`src/rtl/leds_out_ctrl_pkg.sv`:
```
// Shared types for the multiplier LED output stage: display modes, FSM states
// and the default product width.
package leds_out_ctrl_pkg;

  localparam int D2W = 16;

  typedef enum logic [1:0] {
    SIGNMAG = 2'd0,
    TWOS    = 2'd1,
    BLINK   = 2'd2,
    OFF     = 2'd3
  } led_mode_e;

  typedef enum logic {
    IDLE = 1'b0,
    SHOW = 1'b1
  } state_e;

  typedef logic [D2W:0] led_bus_t;

endpackage

```
`src/rtl/leds_blink_timer.sv`:
```
// Blink phase generator: BLINK_DIV cycles ON, BLINK_DIV cycles OFF while enabled,
// parked at count 0 / phase ON when disabled or restarted.
module leds_blink_timer #(
  parameter int BLINK_DIV = 4
) (
  input  logic clk,
  input  logic rst_n,
  input  logic i_en,
  input  logic i_restart,
  output logic o_phase_on
);

  localparam int CW = (BLINK_DIV > 1) ? $clog2(BLINK_DIV) : 1;
  localparam logic [CW-1:0] LAST_CNT = CW'(BLINK_DIV - 1);

  logic [CW-1:0] cnt_r;
  logic          phase_on_r;

  // Half-period counter and phase toggle
  always_ff @(posedge clk) begin
    if (!rst_n) begin
      cnt_r      <= {CW{1'b0}};
      phase_on_r <= 1'b1;
    end else if (i_restart || !i_en) begin
      cnt_r      <= {CW{1'b0}};
      phase_on_r <= 1'b1;
    end else if (cnt_r == LAST_CNT) begin
      cnt_r      <= {CW{1'b0}};
      phase_on_r <= ~phase_on_r;
    end else begin
      cnt_r      <= cnt_r + CW'(1);
      phase_on_r <= phase_on_r;
    end
  end

  assign o_phase_on = phase_on_r;

endmodule

```
`src/rtl/leds_out_ctrl.sv`:
```
// Registered LED output stage: captures a sign-magnitude product on i_valid and
// displays it in one of four modes until cleared or overwritten.
module leds_out_ctrl
  import leds_out_ctrl_pkg::*;
#(
  parameter int DW        = D2W,
  parameter int BLINK_DIV = 4
) (
  input  logic          clk,
  input  logic          rst_n,
  input  logic [DW-1:0] i_product,
  input  logic          i_sign,
  input  logic          i_valid,
  input  logic          i_clear,
  input  logic [1:0]    i_mode,
  output logic [DW:0]   o_led,
  output logic          o_ready
);

  state_e        state_r;
  state_e        state_nxt_s;
  logic [DW-1:0] mag_r;
  logic          sign_r;
  logic          phase_on_s;
  logic          capture_s;
  logic          clear_s;
  logic [DW:0]   signmag_s;
  logic [DW:0]   twos_s;

  // Valid has priority over clear; clear only matters while showing
  assign capture_s = i_valid;
  assign clear_s   = !i_valid && i_clear && (state_r == SHOW);

  // Next-state decode
  always_comb begin
    state_nxt_s = state_r;
    case (state_r)
      IDLE: begin
        if (capture_s) state_nxt_s = SHOW;
        else           state_nxt_s = IDLE;
      end
      SHOW: begin
        if (capture_s)    state_nxt_s = SHOW;
        else if (clear_s) state_nxt_s = IDLE;
        else              state_nxt_s = SHOW;
      end
      default: state_nxt_s = IDLE;
    endcase
  end

  // State register and result latch; negative zero is normalised on capture
  always_ff @(posedge clk) begin
    if (!rst_n) begin
      state_r <= IDLE;
      mag_r   <= {DW{1'b0}};
      sign_r  <= 1'b0;
    end else begin
      state_r <= state_nxt_s;
      if (capture_s) begin
        mag_r  <= i_product;
        sign_r <= i_sign & (i_product != {DW{1'b0}});
      end else if (clear_s) begin
        mag_r  <= {DW{1'b0}};
        sign_r <= 1'b0;
      end else begin
        mag_r  <= mag_r;
        sign_r <= sign_r;
      end
    end
  end

  leds_blink_timer #(
    .BLINK_DIV (BLINK_DIV)
  ) u_blink_timer (
    .clk        (clk),
    .rst_n      (rst_n),
    .i_en       (state_r == SHOW),
    .i_restart  (capture_s),
    .o_phase_on (phase_on_s)
  );

  assign signmag_s = {sign_r, mag_r};
  // Extra zero MSB lets magnitude 2^DW-1 negate without overflow
  assign twos_s    = sign_r ? (~{1'b0, mag_r} + {{DW{1'b0}}, 1'b1}) : {1'b0, mag_r};

  // Display mux from registered state; mode changes take effect immediately
  always_comb begin
    o_led = {(DW+1){1'b0}};
    if (state_r == SHOW) begin
      case (led_mode_e'(i_mode))
        SIGNMAG: o_led = signmag_s;
        TWOS:    o_led = twos_s;
        BLINK: begin
          if (phase_on_s) o_led = signmag_s;
          else            o_led = {(DW+1){1'b0}};
        end
        OFF:     o_led = {(DW+1){1'b0}};
        default: o_led = {(DW+1){1'b0}};
      endcase
    end else begin
      o_led = {(DW+1){1'b0}};
    end
  end

  assign o_ready = (state_r == SHOW);

endmodule

```
`config.mk`:
```
export PLATFORM = sky130hd
export DESIGN_NAME = leds_out_ctrl
export DESIGN_NICKNAME = d
export VERILOG_FILES = /design/src/rtl/leds_out_ctrl_pkg.sv /design/src/rtl/leds_blink_timer.sv /design/src/rtl/leds_out_ctrl.sv
export SDC_FILE = /design/constraint.sdc
export NUM_CORES = 1
export LEC_CHECK = 0
export CAP_MARGIN = 30
export CORE_MARGIN = 5
export CORE_UTILIZATION = 51
export CTS_CLUSTER_DIAMETER = 80
export DETAILED_ROUTE_END_ITERATION = 10
export PLACE_DENSITY_LB_ADDON = 0.25
export SETUP_SLACK_MARGIN = 0.5
export SYNTH_ARGS = -nofsm -noshare
export SYNTH_HDL_FRONTEND = slang
export SYNTH_SLANG_ARGS = --single-unit
```
`constraint.sdc`:
```
create_clock -name clk -period 3 [get_ports clk]
set_input_delay 0.6 -clock clk [delete_from_list [all_inputs] [get_ports clk]]
set_output_delay 0.6 -clock clk [all_outputs]
set_load 0.05 [all_outputs]
```
Fig. 1: run 1, routed clock nets over the placement
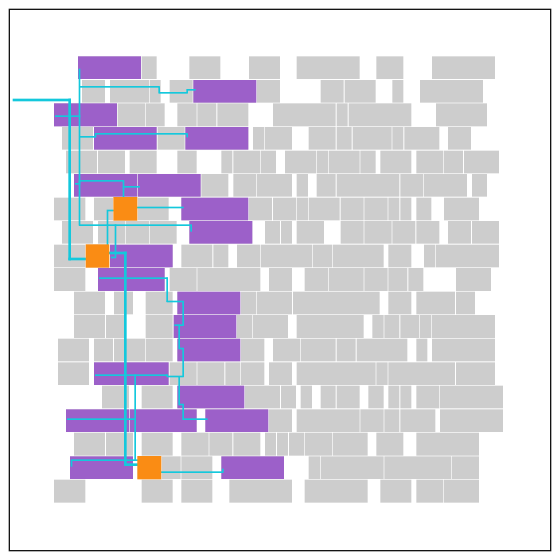
Cyan marks clock wires, length 222 um. Purple marks flip-flops, count 21. Orange marks clock drivers, count 3.
There are 4 routed clock nets.
clk_lat worst skew: 0.30 ns
final clock skew: 0.00123 ns
Clock Power Share: 18.7%
Clk. pwr: 0.000136 W

Fig. 2: run 1, cells coloured by class
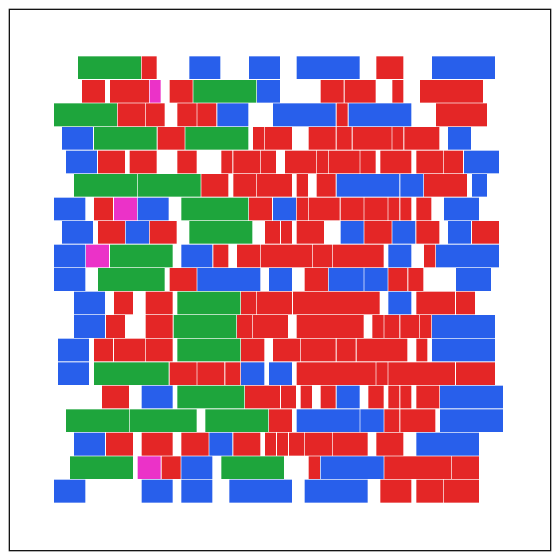
Blue marks remaining buffers and delay cells, cells 59. Magenta marks clock drivers and dummy loads, cells 4. Green marks sequential cells, cells 21. Red marks combinational and other logic, cells 130.
Core ar.: 2690 um^2
Layout Utilization: 84.8%
sequential share of cell area: 18.8%

Fig. 3: run 1, clock nets
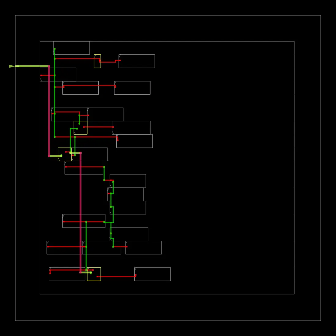
flip-flops: 21
clk_buf instances: 4
clk sinks: 21
CTS Buf Count: 3

==> results.json, run 1 <==
{
  "hold_path_end": "u_blink_timer.cnt_r[0]$_SDFF_PP0_",
  "flop_area_um2": 429,
  "cp_top_family": "simple AND/OR/NAND/NOR gates",
  "netSwitchingFraction_pct": 34.4,
  "finalWirelength_mm": 4.98,
  "routedWlPerCell_um": 20.3,
  "grt_overflow": 0,
  "syn_area_um2": 1400,
  "grtUsageMet1_pct": 28.4,
  "mux_area_share_pct": 0,
  "cp_slowest_stage_delay_ns": 0.41,
  "drtAntennaViolNets": 0,
  "initial_utilization_pct": 52.2,
  "top_layer_used": "met4",
  "drive_gt1_share_pct": 39.3,
  "path_buffers": 3,
  "cts_setup_buffers": 11,
  "setup_slack_ns": 0.244,
  "antenna_cells": 0,
  "endpoint_kind": "primary output",
  "drtPass1Iterations": 4,
  "powerComb_w": 0.000270,
  "synth_warnings": 0,
  "top_register": "mag_r",
  "startpoint": "mag_r[0]$_SDFFE_PN0P_",
  "critPathLaunchType": "register",
  "top_regs": "mag_r: 16 flops, u_blink_timer.cnt_r: 2 flops",
  "ys.flop_type": "dfxtp_1",
  "gp_routability_congestion": 0.867,
  "crit_chain": "inv_2 > ha_4 > or3b_4 > nor4_4 > buf_6 > a32o_1 > a21o_1 > buf_12",
  "dp.cells": 229,
  "crit_type": "register to primary output",
  "fillers": 148,
  "tapCellCount": 31,
  "cp.arrival_ns": 2.16,
  "rows": 19,
  "num-nonclk-inverters": 6,
  "synthArstFlopShare_pct": 0,
  "buffers": 59,
  "final_hold_viol_count": 0,
  "power.group.top": "sequential cells",
  "die_area_um2": 3900,
  "worst-r2r-setup-slack_ns": 1.49,
  "hold_slack_ns": 0.425,
  "drv_slew": 0,
  "ys_sh_simple_pct": 27.8,
  "clockBufferDepth": 2,
  "clkTransAtPathRegs_ns": 0.11,
  "fp_nets": 188,
  "avgSynthCellArea_um2": 8.60,
  "syn_to_final_growth_pct": 62.4,
  "finalCritPeriodShare_pct": 91.9,
  "top_cells_by_area": "dfxtp_1, a22o_1, buf_6, a21oi_1, or3_1",
  "top_cells_by_count": "dfxtp_1, a22o_1, nor2_1, a21oi_1, nand3_1",
  "ys_seq_share_pct": 30.0,
  "rsz0062_at_grt": "yes",
  "p_comb_share_pct": 37.2,
  "fin_cells": 245,
  "final_cell_mix": "clkdlybuf4s50_1, buf_4, dfxtp_1, buf_12, a22o_1",
  "cp_data_required_time_ns": 2.40,
  "outcome": "completed",
  "grt_max_degree": 19,
  "grt_pass1_wl_mm": 7.49,
  "die_x_um": 62.4,
  "hp-start": "u_blink_timer.cnt_r[0]$_SDFF_PP0_",
  "grt_pass1_vias": 1535,
  "top_area_cell_class": "combinational gates",
  "sh_comb_area_pct": 46.0,
  "top_usage_layer": "met2",
  "top_area_cell": "dfxtp_1",
  "finalCriticalPeriod_ns": 2.76,
  "design_area_um2": 2280,
  "rr_endpoint": "u_blink_timer.cnt_r[1]$_SDFF_PP0_",
  "ys_area_um2": 1400,
  "wl_met1_mm": 2.00,
  "cts_htree_levels": 1,
  "place_hpwl_mm": 3.18,
  "intPower_w": 0.000475,
  "layout_top_cell": "clkdlybuf4s50_1",
  "critical_path_depth": 8,
  "placed_cell_area_um2": 2020,
  "postSynthCellCount": 163,
  "setup_viol": 0,
  "ys_top_logic_family": "AND-OR/OR-AND gates",
  "reg2reg_depth": 5,
  "edf_count": 0,
  "met2_usage_pct": 40.4,
  "via_per_inst": 6.60,
  "drt_iter0_markers": 145,
  "worstMarginPinSlew_ns": 0.594,
  "yosysUniqueCellTypes": 52,
  "hp-class": "register to register",
  "max_freq_mhz": 363,
  "endpoint": "o_led[12]",
  "p_switching_w": 0.000250,
  "slew_headroom_pct": 60.4,
  "synth_top_area_share_pct": 30.0,
  "ys_sh_aoi_pct": 32.1,
  "final-clk-cell-share_pct": 1.15,
  "r2r_start": "o_ready$_SDFF_PN0_",
  "p_seq_share_pct": 44.1,
  "p_total_w": 0.000725,
  "vias": 1618,
  "tns_ns": 0
}
==> run 2, diff against run 1 <==
- GPL_TIMING_DRIVEN: default -> 1
Fig. 4: run 2, cells coloured by class
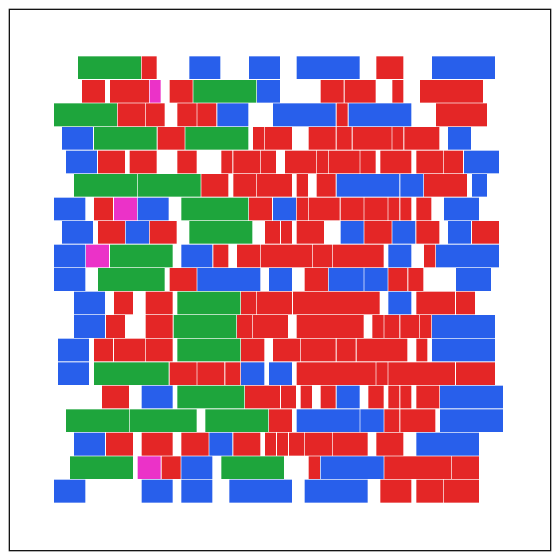
Blue marks remaining buffers and delay cells, cells 59. Red marks combinational and other logic, cells 130. Green marks sequential cells, cells 21. Magenta marks clock drivers and dummy loads, cells 4.
row count: 19
Design Area, Final: 2280 um^2

Fig. 5: run 2, where the registers sit
The bar under the picture is 20 um long. Other sequential cells in the stronger grey, the rest of the logic in the fainter grey.
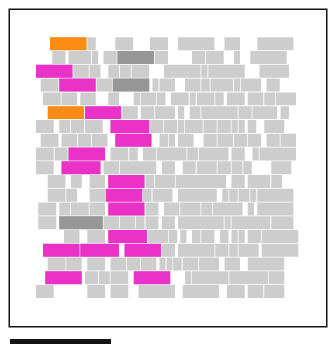
Magenta marks mag_r, placed flops 16. Orange marks u_blink_timer.cnt_r, placed flops 2.
Another 3 sequential cells are not coloured.
Flop+latch power: 0.000320 W
Flop area: 429 um^2

==> run 2 against run 1 <==
Clock power is essentially flat. Synthesized cell count is the same. Cell area is the same. Worst hold slack is the same. Sequential share of layout area is the same. Synthesized area is the same. Core utilization is the same. Wire length is the same. Count of clock-buffer cells in the layout is the same. Worst setup slack is the same. Total power is the same. Critical path depth is the same.
==> results.json, run 2 <==
{
  "outcome": "completed",
  "sh_comb_area_pct": 46.0,
  "mux_area_share_pct": 0,
  "dp.cells": 229,
  "netSwitchingFraction_pct": 34.4,
  "cts_htree_levels": 1,
  "die_area_um2": 3900,
  "fillers": 148,
  "insertion_delay_ns": 0.30,
  "top_area_cell": "dfxtp_1",
  "finalCritPeriodShare_pct": 91.9,
  "rsz0062_at_grt": "yes",
  "fin_cells": 245,
  "cp_top_family": "simple AND/OR/NAND/NOR gates",
  "design.seq.count": 21,
  "ys_seq_share_pct": 30.0,
  "cp_data_required_time_ns": 2.40,
  "top_regs": "mag_r: 16 flops, u_blink_timer.cnt_r: 2 flops",
  "hp-start": "u_blink_timer.cnt_r[0]$_SDFF_PP0_",
  "clkbuf_count": 4,
  "drtAntennaViolNets": 0,
  "synth_warnings": 0,
  "drtPass1Iterations": 4,
  "clock_power_w": 0.000136,
  "startpoint": "mag_r[0]$_SDFFE_PN0P_",
  "tapCellCount": 31,
  "placed_cell_area_um2": 2020,
  "hp-class": "register to register",
  "vias": 1618,
  "p_switching_w": 0.000250,
  "worstMarginPinSlew_ns": 0.594,
  "top_usage_layer": "met2",
  "top_area_cell_class": "combinational gates",
  "core_um2": 2690,
  "grt_pass1_wl_mm": 7.49,
  "top_cells_by_area": "dfxtp_1, a22o_1, buf_6, a21oi_1, or3_1",
  "powerComb_w": 0.000270,
  "gp_routability_congestion": 0.867,
  "endpoint_kind": "primary output",
  "finalWirelength_mm": 4.98,
  "wl_met1_mm": 2.00,
  "drt_iter0_markers": 145,
  "cts_setup_buffers": 11,
  "finalCriticalPeriod_ns": 2.76,
  "antenna_cells": 0,
  "reg2reg_depth": 5,
  "via_per_inst": 6.60,
  "die_x_um": 62.4,
  "ys_sh_aoi_pct": 32.1,
  "rr_endpoint": "u_blink_timer.cnt_r[1]$_SDFF_PP0_",
  "crit_chain": "inv_2 > ha_4 > or3b_4 > nor4_4 > buf_6 > a32o_1 > a21o_1 > buf_12",
  "final-clk-cell-share_pct": 1.15,
  "hold_path_end": "u_blink_timer.cnt_r[0]$_SDFF_PP0_",
  "ys_area_um2": 1400,
  "postSynthCellCount": 163,
  "p_comb_share_pct": 37.2,
  "layout_top_cell": "clkdlybuf4s50_1",
  "final_core_util_pct": 84.8,
  "buffers": 59,
  "syn_area_um2": 1400,
  "grt_overflow": 0,
  "max_freq_mhz": 363,
  "final_cell_mix": "clkdlybuf4s50_1, buf_4, dfxtp_1, buf_12, a22o_1",
  "cp_slowest_stage_delay_ns": 0.41,
  "drive_gt1_share_pct": 39.3,
  "drv_slew": 0,
  "syn_to_final_growth_pct": 62.4,
  "intPower_w": 0.000475,
  "synthArstFlopShare_pct": 0,
  "ys_sh_simple_pct": 27.8,
  "clock-sinks": 21,
  "power.group.top": "sequential cells",
  "place_hpwl_mm": 3.18,
  "num-nonclk-inverters": 6,
  "tns_ns": 0,
  "yosysUniqueCellTypes": 52,
  "clkTransAtPathRegs_ns": 0.11,
  "cp.arrival_ns": 2.16,
  "final_hold_viol_count": 0,
  "setup_viol": 0,
  "setup_slack_ns": 0.244,
  "met2_usage_pct": 40.4,
  "cts_made_buffers": 3,
  "top_layer_used": "met4",
  "top_register": "mag_r",
  "p_clk_share_pct": 18.7,
  "crit_type": "register to primary output",
  "seq_share_pct": 18.8
}
==> run 3, diff against run 2 <==
- GPL_ROUTABILITY_DRIVEN: default -> 0
- SLEW_MARGIN: default -> 5
Fig. 6: run 3, clock nets
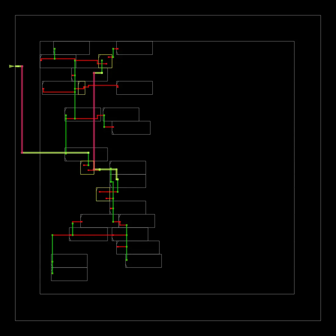
Clk. pwr: 0.000128 W
final clock skew: 0.00640 ns

Fig. 7: run 3, cells coloured by class
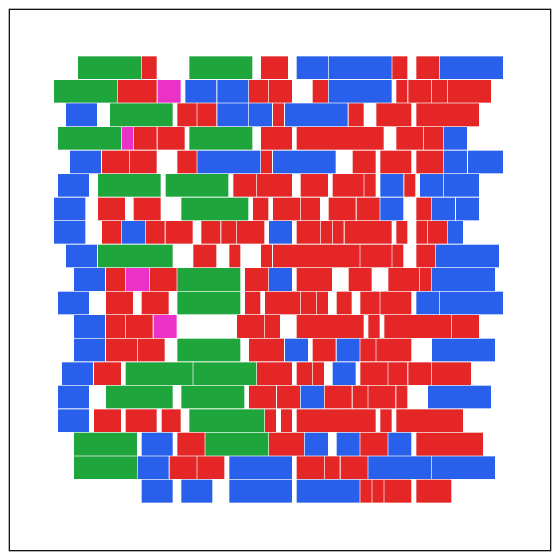
Magenta marks clock drivers and dummy loads, cells 4. Green marks sequential cells, cells 21. Blue marks remaining buffers and delay cells, cells 59. Red marks combinational and other logic, cells 130.
Design Area, Final: 2270 um^2
Layout Utilization: 84.7%
sequential share of cell area: 19.0%

==> run 3 against run 2 <==
Sequential share of layout area grew 0.13 points. Fmax shrank 2.0%. Clock power shrank 6%. Synthesized area is the same. Global-route usage shrank 0.83 points. Non-clock buffer count is the same. Synthesized cell count is the same. Critical path depth shrank 3. Total power shrank 1.6%. Largest cell class unchanged. Largest power group unchanged.
==> results.json, run 3 <==
{
  "die_area_um2": 3900,
  "netSwitchingFraction_pct": 33.8,
  "power.group.top": "sequential cells",
  "hold_slack_ns": 0.426,
  "finalCritPeriodShare_pct": 93.7,
  "reg2reg_depth": 5,
  "dp.cells": 230,
  "path_buffers": 1,
  "finalCriticalPeriod_ns": 2.81,
  "setup_slack_ns": 0.188,
  "hp-class": "register to register",
  "top_cells_by_area": "dfxtp_1, a22o_1, buf_6, a21oi_1, or3_1",
  "max_freq_mhz": 356,
  "vias": 1636,
  "finalWirelength_mm": 4.80,
  "top_regs": "mag_r: 16 flops, u_blink_timer.cnt_r: 2 flops",
  "r2r_start": "o_ready$_SDFF_PN0_",
  "tapCellCount": 31,
  "edf_count": 0,
  "clockBufferDepth": 2,
  "grtUsageMet1_pct": 26.5,
  "final-clk-cell-share_pct": 1.16,
  "top_area_cell_class": "combinational gates",
  "syn_area_um2": 1400,
  "crit_chain": "or4_4 > nor3_1 > a32o_1 > a21o_1 > buf_12",
  "grt_pass1_wl_mm": 7.30,
  "fin_cells": 245,
  "insertion_delay_ns": 0.30,
  "powerComb_w": 0.000266,
  "cp_top_family": "simple AND/OR/NAND/NOR gates",
  "synth_warnings": 0,
  "cp_data_required_time_ns": 2.40,
  "core_um2": 2690,
  "clkTransAtPathRegs_ns": 0.10,
  "design.seq.count": 21,
  "p_clk_share_pct": 17.9,
  "endpoint": "o_led[15]",
  "avgSynthCellArea_um2": 8.60,
  "syn_to_final_growth_pct": 62.2,
  "cp_slowest_stage_delay_ns": 0.58,
  "drv_slew": 0,
  "clkbuf_count": 4,
  "final_cell_mix": "clkdlybuf4s50_1, buf_4, dfxtp_1, buf_12, a22o_1",
  "cp.arrival_ns": 2.21,
  "grt_max_degree": 19,
  "num-nonclk-inverters": 6,
  "rsz0062_at_grt": "yes",
  "top_cells_by_count": "dfxtp_1, a22o_1, nor2_1, a21oi_1, nand3_1",
  "ys_sh_aoi_pct": 32.1,
  "synthArstFlopShare_pct": 0,
  "cts_made_buffers": 3,
  "ys_area_um2": 1400,
  "crit_type": "register to primary output",
  "yosys.area_share.xor_xnor_pct": 0.624,
  "cts_setup_buffers": 10,
  "endpoint_kind": "primary output",
  "p_seq_w": 0.000320,
  "critical_path_depth": 5,
  "top_register": "mag_r",
  "final-nonclk-buf-share_pct": 30.8,
  "worst-r2r-setup-slack_ns": 1.43,
  "ys.flop_type": "dfxtp_1",
  "slew_headroom_pct": 62.9,
  "p_seq_share_pct": 44.8,
  "cts_tree": "done",
  "final_hold_viol_count": 0,
  "placed_cell_area_um2": 2030,
  "clock-sinks": 21,
  "grt_overflow": 0,
  "p_total_w": 0.000714,
  "top_area_cell": "dfxtp_1",
  "p_comb_share_pct": 37.3,
  "startpoint": "mag_r[2]$_SDFFE_PN0P_",
  "antenna_cells": 0,
  "setup_viol": 0,
  "flop_area_um2": 432,
  "outcome": "completed",
  "mux_area_share_pct": 0,
  "rows": 19,
  "rr_endpoint": "u_blink_timer.cnt_r[1]$_SDFF_PP0_",
  "grt_pass1_vias": 1613,
  "postSynthCellCount": 163,
  "ys_seq_share_pct": 30.0,
  "layout_top_cell": "clkdlybuf4s50_1",
  "hp-start": "u_blink_timer.cnt_r[0]$_SDFF_PP0_",
  "yosysUniqueCellTypes": 52,
  "critPathLaunchType": "register",
  "initial_utilization_pct": 52.2,
  "buffers": 59,
  "ys_top_logic_family": "AND-OR/OR-AND gates",
  "top_layer_used": "met4",
  "drt_iter0_markers": 111,
  "met2_usage_pct": 38.9,
  "cts_htree_levels": 1,
  "sh_comb_area_pct": 46.2,
  "worstMarginPinSlew_ns": 0.557,
  "tns_ns": 0,
  "hold_path_end": "u_blink_timer.cnt_r[0]$_SDFF_PP0_",
  "drtPass1Iterations": 4,
  "fp_nets": 188,
  "routedWlPerCell_um": 19.6,
  "drtAntennaViolNets": 0,
  "p_switching_w": 0.000241,
  "leakagePower_nw": 0.854,
  "wl_met1_mm": 1.89,
  "intPower_w": 0.000472,
  "top_usage_layer": "met2",
  "die_x_um": 62.4,
  "warnings": 29,
  "drive_gt1_share_pct": 39.7,
  "met2_length_mm": 2.40,
  "ys_sh_simple_pct": 27.8,
  "fillers": 146
}
Power and IR drop assume default switching activity.
